--- src/rtl/alu_pkg.sv ---
// Shared opcode encoding, Hamming(16,11) position map and codeword helpers for the datapath ALU.
package alu_pkg;

    localparam int unsigned DATA_W = 8;
    localparam int unsigned CW_W   = 16;
    localparam int unsigned DW     = 11;
    localparam int unsigned OP_W   = 4;
    localparam int unsigned PTN_W  = 5;
    localparam int unsigned CNT_W  = 3;
    localparam int unsigned SYN_W  = 4;
    localparam int unsigned SRC_W  = 12;

    typedef enum logic [OP_W-1:0] {
        INC = 4'b0100,
        HGP = 4'b0111,
        HEL = 4'b1000,
        HEM = 4'b1001,
        HEP = 4'b1010,
        HCL = 4'b1011,
        HCM = 4'b1100,
        POB = 4'b1101,
        PTB = 4'b1110,
        APC = 4'b1111
    } alu_op_e;

    // Codeword position of data bit Di
    localparam int unsigned DATA_POS [DW] = '{3, 5, 6, 7, 9, 10, 11, 12, 13, 14, 15};

    // s[k] = XOR of c at every position 1..15 whose index has bit k set
    function automatic logic [SYN_W-1:0] ham_syndrome(input logic [CW_W-1:0] c);
        logic [SYN_W-1:0] s;
        s = '0;
        for (int p = 1; p < int'(CW_W); p++) begin
            for (int k = 0; k < int'(SYN_W); k++) begin
                if (((p >> k) & 1) == 1) begin
                    s[2'(k)] ^= c[4'(p)];
                end
            end
        end
        return s;
    endfunction

    function automatic logic [CW_W-1:0] place_data(input logic [DW-1:0] d);
        logic [CW_W-1:0] c;
        c = '0;
        for (int i = 0; i < int'(DW); i++) begin
            c[4'(DATA_POS[i])] = d[4'(i)];
        end
        return c;
    endfunction

    function automatic logic [DW-1:0] extract_data(input logic [CW_W-1:0] c);
        logic [DW-1:0] d;
        d = '0;
        for (int i = 0; i < int'(DW); i++) begin
            d[4'(i)] = c[4'(DATA_POS[i])];
        end
        return d;
    endfunction

endpackage

--- src/rtl/alu_ptn_count.sv ---
// Counts 5-bit pattern matches at window offsets 4..7 of a 12-bit source.
module alu_ptn_count
    import alu_pkg::*;
(
    input  logic [SRC_W-1:0] src,
    input  logic [PTN_W-1:0] ptn,
    output logic [CNT_W-1:0] cnt_c
);

    logic unused_c;
    assign unused_c = ^src[3:0];

    always_comb begin
        cnt_c = '0;
        for (int i = 4; i < 8; i++) begin
            if (PTN_W'(src >> i) == ptn) begin
                cnt_c = cnt_c + CNT_W'(1);
            end
        end
    end

endmodule

--- src/rtl/alu.sv ---
// Combinational 8-bit datapath ALU (add/inc, Hamming encode/decode helpers, pattern counts) with a registered result copy.
module alu
    import alu_pkg::*;
(
    input  logic              clk,
    input  logic              reset,
    input  logic [DATA_W-1:0] rf_reg_out,
    input  logic [DATA_W-1:0] rpct,
    input  logic [DATA_W-1:0] rlsb,
    input  logic [DATA_W-1:0] rmsb,
    input  logic [DATA_W-1:0] rptn,
    input  logic [OP_W-1:0]   alu_op,
    output logic [DATA_W-1:0] alu_out,
    output logic [DATA_W-1:0] alu_out_r
);

    logic [DW-1:0]     data_w;
    logic [CW_W-1:0]   cw;
    logic [CW_W-1:0]   cw_fix;
    logic [DW-1:0]     d_fix;
    logic [SYN_W-1:0]  par_s;
    logic [SYN_W-1:0]  chk_s;
    logic [SYN_W-1:0]  flip_pos;
    logic              dbl_err;
    logic [CNT_W-1:0]  pob_cnt;
    logic [CNT_W-1:0]  ptb_cnt;
    logic [DATA_W-1:0] alu_out_c;
    logic [DATA_W-1:0] alu_out_r_d;
    logic [DATA_W-1:0] alu_out_r_q;
    logic              unused_c;

    assign unused_c = ^{rpct[7:5], rptn[2:0]};

    // Single-byte pattern windows sit at offsets 4..7 when the byte is placed in the top of the source
    alu_ptn_count u_pob (
        .src   ({rlsb, 4'b0000}),
        .ptn   (rptn[7:3]),
        .cnt_c (pob_cnt)
    );

    // Stream {rlsb, rmsb}: windows starting at bits 4..7 straddle the byte boundary
    alu_ptn_count u_ptb (
        .src   ({rlsb[3:0], rmsb}),
        .ptn   (rptn[7:3]),
        .cnt_c (ptb_cnt)
    );

    always_comb begin
        data_w   = {rmsb[2:0], rlsb};
        cw       = {rmsb, rlsb};
        par_s    = ham_syndrome(place_data(data_w));
        chk_s    = ham_syndrome(cw);
        flip_pos = rpct[4:1];
        dbl_err  = (flip_pos != '0) && !rpct[0];
        cw_fix   = cw;
        if (flip_pos != '0) begin
            cw_fix[flip_pos] = ~cw[flip_pos];
        end
        d_fix     = extract_data(cw_fix);
        alu_out_c = '0;
        case (alu_op)
            INC:     alu_out_c = rf_reg_out + DATA_W'(1);
            APC:     alu_out_c = rf_reg_out + rpct;
            HGP:     alu_out_c = {3'b000, par_s, (^data_w) ^ (^par_s)};
            HEL:     alu_out_c = {data_w[3], data_w[2], data_w[1], rpct[3],
                                  data_w[0], rpct[2], rpct[1], rpct[0]};
            HEM:     alu_out_c = {data_w[10:4], rpct[4]};
            HEP:     alu_out_c = {3'b000, chk_s, ^cw};
            HCL:     alu_out_c = d_fix[7:0];
            HCM:     alu_out_c = {dbl_err, 4'b0000, d_fix[10:8]};
            POB:     alu_out_c = DATA_W'(pob_cnt);
            PTB:     alu_out_c = DATA_W'(ptb_cnt);
            default: alu_out_c = '0;
        endcase
    end

    assign alu_out_r_d = alu_out_c;

    always_ff @(posedge clk) begin
        if (reset) begin
            alu_out_r_q <= '0;
        end else begin
            alu_out_r_q <= alu_out_r_d;
        end
    end

    assign alu_out   = alu_out_c;
    assign alu_out_r = alu_out_r_q;

endmodule

--- config.mk ---
export PLATFORM = sky130hd
export DESIGN_NAME = alu
export DESIGN_NICKNAME = d
export VERILOG_FILES = /design/src/rtl/alu_pkg.sv /design/src/rtl/alu_ptn_count.sv /design/src/rtl/alu.sv
export SDC_FILE = /design/constraint.sdc
export NUM_CORES = 1
export LEC_CHECK = 0
export CAP_MARGIN = 20
export CORE_MARGIN = 8
export CORE_UTILIZATION = 52
export DETAILED_ROUTE_END_ITERATION = 8
export HOLD_SLACK_MARGIN = 0.02
export PLACE_DENSITY = 0.88
export SETUP_SLACK_MARGIN = 0.05
export SYNTH_ARGS = -nofsm -noshare
export SYNTH_HDL_FRONTEND = slang
export SYNTH_SLANG_ARGS = --single-unit
--- constraint.sdc ---
create_clock -name clk -period 7.4 [get_ports clk]
set_input_delay 0.74 -clock clk [delete_from_list [all_inputs] [get_ports clk]]
set_output_delay 0.74 -clock clk [all_outputs]
set_load 0.005 [all_outputs]
==> out/metrics.csv, run 1 <==
metric,value,unit
max_clock_freq,0.193,GHz
pwr_density_cell,93.6,nW/um2
grt_pass1_vias,1845,
ys_cells,246,
layout-drive-gt1-share,0.0753,
pre_cts_ws,2.21,ns
critPathKind,in2out,
ys_seq_frac,0.0794,
finalMaxSlewViolations,0,
finalWorstSetupSlack,2.21,ns
ff_type,dfxtp_1,
cts_root_buf,clkbuf_8,
required,6.66,ns
die_h,78.3,um
logic_area,1680,um2
warning_count,31,
synth_area_per_cell,8.20,um2
status,completed,
clk_pin_slew,0.04,ns
grt_max_degree,16,
critPathCapture,alu_out[7],
wl_met1,2160,um
synth_cell_types,48,
worst_setup_path_start_kind,input pin,
vdd_drop_max,0.0425,mV
edf_count,0,
combPwrFrac,0.595,
leakagePower,1.02,nW
switchingPower,0.0830,mW
drt_iter0_drc,170,
synth_top_area_share,0.182,
place_area,2510,um2
drt_first_pass_iters,4,
row_count,22,
==> run 1: critical path, stage by stage <==
cell	delay, ns
clkdlybuf4s50_1	0.92
nand2_1	0.18
nor2_1	0.39
and2_1	0.24
ha_1	0.24
a21o_1	0.16
a21oi_1	0.21
o21bai_1	0.11
a21oi_1	0.26
a21oi_1	0.12
mux2_2	0.29
nand2_1	0.08
clkdlybuf4s50_1	0.51
==> run 1: power by group through the flow <==
stage	Sequential (mW)	Combinational, mW	Clock, mW
finish	0.0462	0.142	0.0506
global route	0.0464	0.154	0.0524
CTS	0.0463	0.142	0.0512
detailed placement	0.0469	0.142	0
global placement	0.0468	0.138	0
floorplan	0.0473	0.0937	0
==> run 1: how the worst min path moves through the flow <==
stage / slack, ns / endpoint / cells past startpoint / startpoint
after global placement: 1.34 / alu_out_r[7]$_SDFF_PP0_ / 2 / reset
after global routing: 1.16 / alu_out_r[7]$_SDFF_PP0_ / 2 / reset
after CTS: 1.13 / alu_out_r[7]$_SDFF_PP0_ / 2 / reset
after floorplan: 0.81 / alu_out_r[7]$_SDFF_PP0_ / 1 / reset
after detailed placement: 1.35 / alu_out_r[7]$_SDFF_PP0_ / 2 / reset
final: 1.13 / alu_out_r[7]$_SDFF_PP0_ / 2 / reset
==> run 1: metal layers <==
metal	track usage	vias up
li1	-	921
met1	0.196	802
met2	0.266	79
met3	0.0285	7
met4	0.0278	0
met5	0	-
==> run 1: cells in the mapped netlist (all sizes together) (2+ instances only) <==
cell type / number
o21ai: 5
inv: 9
a211oi: 2
nor3b: 2
mux2i: 8
nor3: 4
nand2b: 6
nand2: 13
xor2: 29
and2: 12
a21o: 4
nand4: 3
and4: 2
mux2: 3
buf: 14
o21a: 2
o22ai: 2
nand3: 11
xnor2: 45
nor2: 20
o21bai: 2
or3: 4
ha: 13
o221ai: 2
nor2b: 2
a21oi: 9
dfxtp: 8
==> run 1: final cells by class <==
class / count / area share
clock buffer: 3 / 0.0162
inverter: 9 / 0.0132
multi-input combinational: 214 / 0.657
sequential: 8 / 0.0627
tap: 48 / 0.0235
timing repair buffer: 58 / 0.227
==> run 1: through the flow <==
step / power (mW) / cells / utilization
after floorplan: 0.141 / 246 / -
after global placement: 0.185 / 337 / 0.682
final: 0.239 / 340 / 0.693
after global routing: 0.253 / 340 / 0.693
after detailed placement: 0.189 / 337 / 0.682
after CTS: 0.239 / 340 / 0.693
==> run 1: kinds of logic after synthesis <==
logic type / Yosys count / synth area share
buffers and inverters: 24 / 0.0875
flip-flops: 8 / 0.0794
multiplexers: 11 / 0.0602
adder cells (fa/ha/maj): 14 / 0.0906
AND-OR/OR-AND: 35 / 0.120
XOR/XNOR: 74 / 0.340
AND/OR/NAND/NOR: 80 / 0.222
### Clock wiring as the flow saved it, run 1

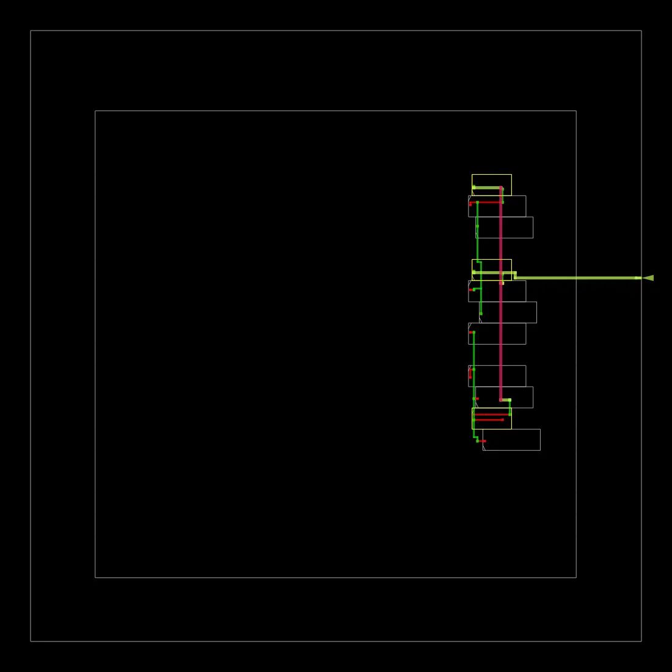
# clock sinks: 8
Inserted Clock Buffers: 3
P_clk: 0.0506 mW
clkbuf count: 3

### Cell classes on the final placement, run 1

Fill, decap, tap and diode cells in grey.
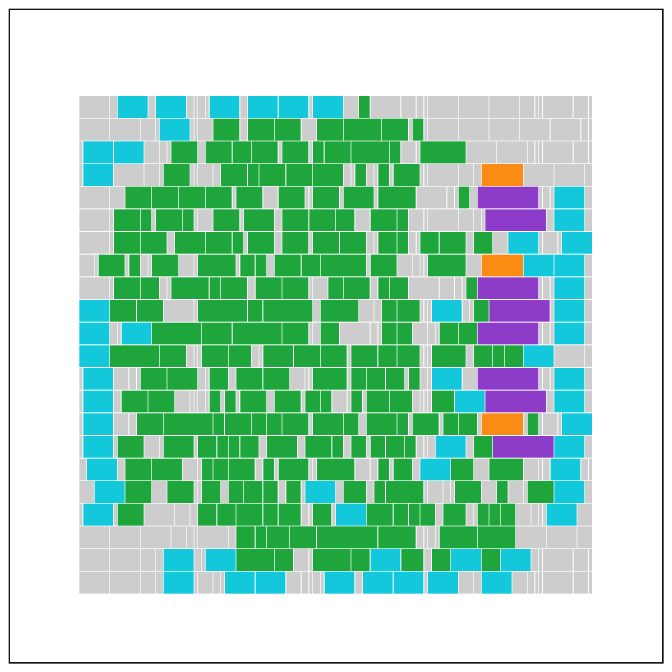
[cyan] remaining buffers and delay cells | cells: 58 | share of their area: 23%
[purple] registers | cells: 8 | share of their area: 6.4%
[green] remaining logic cells | cells: 223 | share of their area: 69%
[orange] clock-net drivers | cells: 3 | share of their area: 1.7%

### Signal wires on met3, run 1

Bar = 20 um.
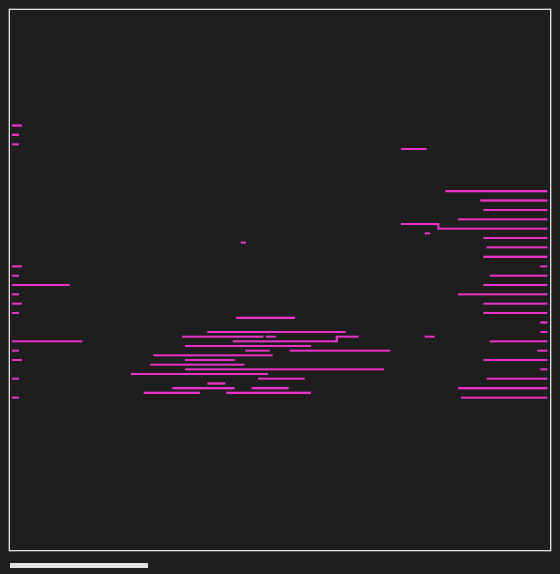
longest straight run: 28.5 um
main direction: horizontal
nets with wire on the layer: 56
wire length on this layer: 451 um
share of all routed wire: 9.2%

==> inputs of run 2 (changes only) <==
- CORE_UTILIZATION: 52 -> 44
- PLACE_DENSITY: 0.88 -> 0.79
- clock period: 7.4 -> 4.5 ns (I/O delays scaled with it)
### Signal wires on met3, run 2

Bar = 20 um.
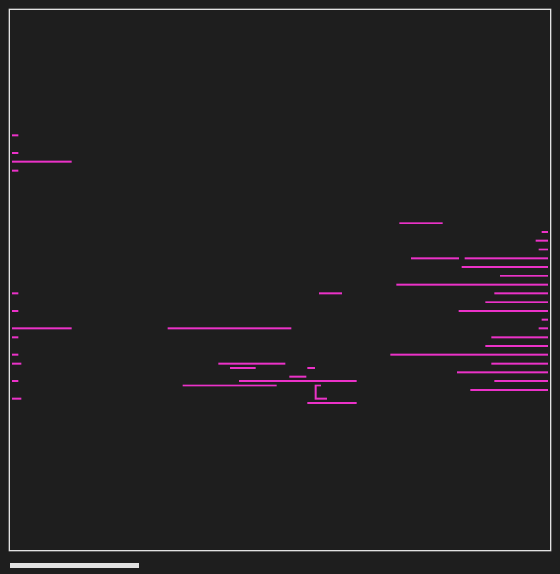
share of all routed wire: 6.2%
wire length on this layer: 299 um

==> run 2 against run 1 <==
Setup slack got worse by 1.8 ns. Sequential cell count unchanged. First-iteration DRC count down 36%. Final area increased by 2.3%. Synthesized cell count did not move. Via count fell by 2.0%. Non-clock buffer count is 7 higher. Worst hold slack lost 0.30 ns. Wire length decreased by 2.0%. Critical path type unchanged. Largest power group unchanged.
==> out/metrics.csv, run 2 <==
metric,value,unit,change
status,completed,,
drt_first_pass_iters,4,,unchanged
pre_cts_ws,0.383,ns,-1.83 ns
grt_pass1_vias,1730,,-6.2%
numCtsBuffers,3,,unchanged
ys_cells,246,,unchanged
synth_area_per_cell,8.20,um2,unchanged
warning_count,31,,unchanged
worst_setup_path_start_kind,input pin,,
clock_sinks,8,,unchanged
cts_root_buf,clkbuf_8,,
edf_count,0,,unchanged
common_cells,"xnor2_1 (42), xor2_1 (27), nor2_1 (19)",,
finalMaxSlewViolations,0,,unchanged
max_clock_freq,0.243,GHz,
leakagePower,1.06,nW,+3.4%
critPathKind,in2out,,
clk_pin_slew,0.04,ns,about the same
vdd_drop_max,0.0660,mV,+55%
grt_max_degree,15,,-1
top_cell,xnor2_1,,
synth_top_area_share,0.182,,unchanged
ys_seq_frac,0.0794,,unchanged
## run 2: netlist changes by cell type in the layout (fill, tap and decap cells not counted)
cell | before | now
buf_4 | 0 | 7
## run 2: layout make-up
| type | count | area, um2 | area share |
|---|---|---|---|
| timing repair buffer | 65 | 633 | 0.242 |
| clock buffer | 3 | 41.3 | 0.0158 |
| sequential | 8 | 160 | 0.0613 |
| tap | 52 | 65.1 | 0.0249 |
| multi-input combinational | 214 | 1680 | 0.643 |
| inverter | 9 | 33.8 | 0.0129 |
## run 2: stage by stage
stage	std cells	area (um2)	utilization
finish	351	2610	0.596
global route	351	2610	0.596
CTS	351	2610	0.596
detailed placement	348	2570	0.587
global placement	348	2570	0.587
floorplan	246	2020	-
## run 2: layer usage
metal | routed length [um] | GRT usage | part of all wire | vias up
met5 | 0 | 0 | 0 | -
met4 | 17 | 0.0283 | 0.0035 | 0
met3 | 298 | 0.0205 | 0.062 | 2
met2 | 2300 | 0.221 | 0.48 | 54
met1 | 2180 | 0.179 | 0.45 | 787
li1 | - | - | - | 929
## run 2: power by group
group	internal [mW]	switching, mW	total (mW)
Clock	0.0576	0.0247	0.0823
Sequential	0.0752	0.000893	0.0761
Combinational	0.127	0.109	0.236
Total	0.260	0.134	0.395
## run 2: final timing paths
kind,from,to,cells after the start,slack [ns]
setup / recovery,alu_op[1],alu_out[6],12,0.39
hold / removal,reset,alu_out_r[7]$_SDFF_PP0_,2,0.83
## run 2: kinds of logic (layout without fill, tap and decap cells)
logic type	count (synthesis)	count (layout)	synth area share
XOR/XNOR	74	74	0.340
flip-flops	8	8	0.0794
adder cells (fa/ha/maj)	14	14	0.0906
buffers and inverters	24	77	0.0875
multiplexers	11	11	0.0602
AND-OR/OR-AND	35	35	0.120
AND/OR/NAND/NOR	80	80	0.222
## run 2: critical path, stage by stage
cell             delay, ns
clkdlybuf4s50_1       0.59
nand2_1               0.13
or3_1                 0.36
ha_1                  0.22
fa_1                  0.40
a21o_1                0.19
a21oi_1               0.25
o21bai_1              0.10
a21oi_1               0.17
xnor2_1               0.15
a21o_1                0.15
clkdlybuf4s50_1       0.50
==> inputs of run 3 (changes only) <==
- SLEW_MARGIN: default -> 20
- TNS_END_PERCENT: default -> 5
### Met1 routing, run 3

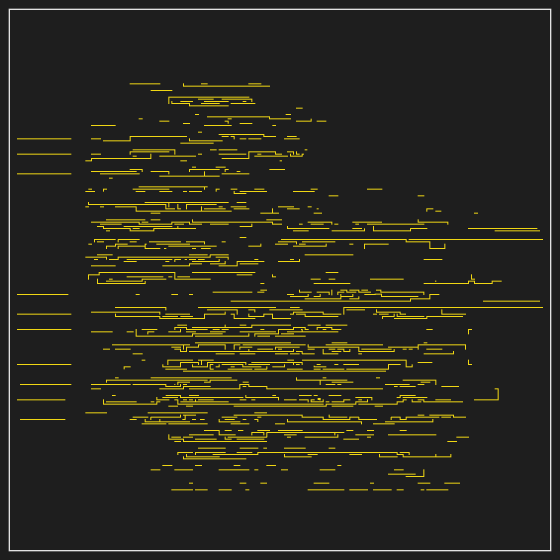
wire length on this layer: 2180 um
share of all routed wire: 45%
longest straight run: 31.3 um
nets with wire on the layer: 322
main direction: horizontal

==> run 3 against run 2 <==
Sequential power barely moved. Critical endpoint unchanged. Clock power hardly changed. Sequential cell count did not move. Synthesized cell count unchanged. Worst hold slack did not move. Non-clock buffer count unchanged. Power unchanged. Largest cell class unchanged. Utilization unchanged. Final area stayed put.
==> out/metrics.csv, run 3 <==
metric,value,unit,change
crit_chain,clkdlybuf4s50_1 > nand2_1 > or3_1 > ha_1 > fa_1 > a21o_1 > a21oi_1 > o21bai_1 > a21oi_1 > xnor2_1 > a21o_1 > clkdlybuf4s50_1,,
p_sw_frac,0.341,,unchanged
simple_gate_area_frac,0.222,,unchanged
synth_top_area_share,0.182,,unchanged
max_stage_delay,0.59,ns,about the same
leakagePower,1.06,nW,unchanged
combPwrFrac,0.599,,about the same
power.share.clock,0.208,,about the same
ys_cells,246,,unchanged
critPathKind,in2out,,
edf_count,0,,unchanged
clk_pin_slew,0.04,ns,about the same
dp.cells,348,,unchanged
drt_first_pass_iters,4,,unchanged
post-route-util,0.596,,unchanged
vdd_drop_max,0.0660,mV,unchanged
grt-busiest-layer,met2,,
synthAoiAreaFrac,0.120,,unchanged
grt.met2_usage,0.221,,unchanged
place_area,2570,um2,unchanged
grt_pass1_vias,1730,,unchanged
final_cells,351,,unchanged
status,completed,,
worst_setup_path_start_kind,input pin,,
synth.logic.top_family,XOR/XNOR gates,,
crit_slowest_cell,clkdlybuf4s50_1,,
finalMaxSlewViolations,0,,unchanged
ys_seq_frac,0.0794,,unchanged
synthMuxAreaShare,0.0602,,unchanged
path_buffers,2,,unchanged
logic_area,1680,um2,unchanged
==> run 3: area by class of cell <==
class	instances	share of cell area
multi-input combinational	214	0.643
timing repair buffer	65	0.242
sequential	8	0.0613
tap	52	0.0249
clock buffer	3	0.0158
inverter	9	0.0129
==> run 3: cells by family after synthesis <==
logic type | count (synthesis)
compound gates | 35
buf+inv | 24
flops | 8
xor+xnor | 74
simple gates | 80
fa+ha+maj | 14
mux | 11
==> run 3: power groups by stage <==
stage                     sequential [mW]  combinational [mW]  clock [mW]
after global placement             0.0771               0.234           0
final                              0.0761               0.236      0.0823
after detailed placement           0.0773               0.238           0
after CTS                          0.0761               0.238      0.0847
after floorplan                    0.0778               0.154           0
after global routing               0.0763               0.259      0.0881
==> run 3: metal layers <==
| layer | vias to the layer above | wire, um |
|---|---|---|
| li1 | 929 | - |
| met1 | 787 | 2180 |
| met2 | 54 | 2300 |
| met3 | 2 | 298 |
| met4 | 0 | 17 |
| met5 | - | 0 |
==> run 3: worst paths after layout <==
check / startpoint / end / cells after the start
setup / recovery: alu_op[1] / alu_out[6] / 12
hold / removal: reset / alu_out_r[7]$_SDFF_PP0_ / 2
Power is estimated from default activity; no workload was simulated.
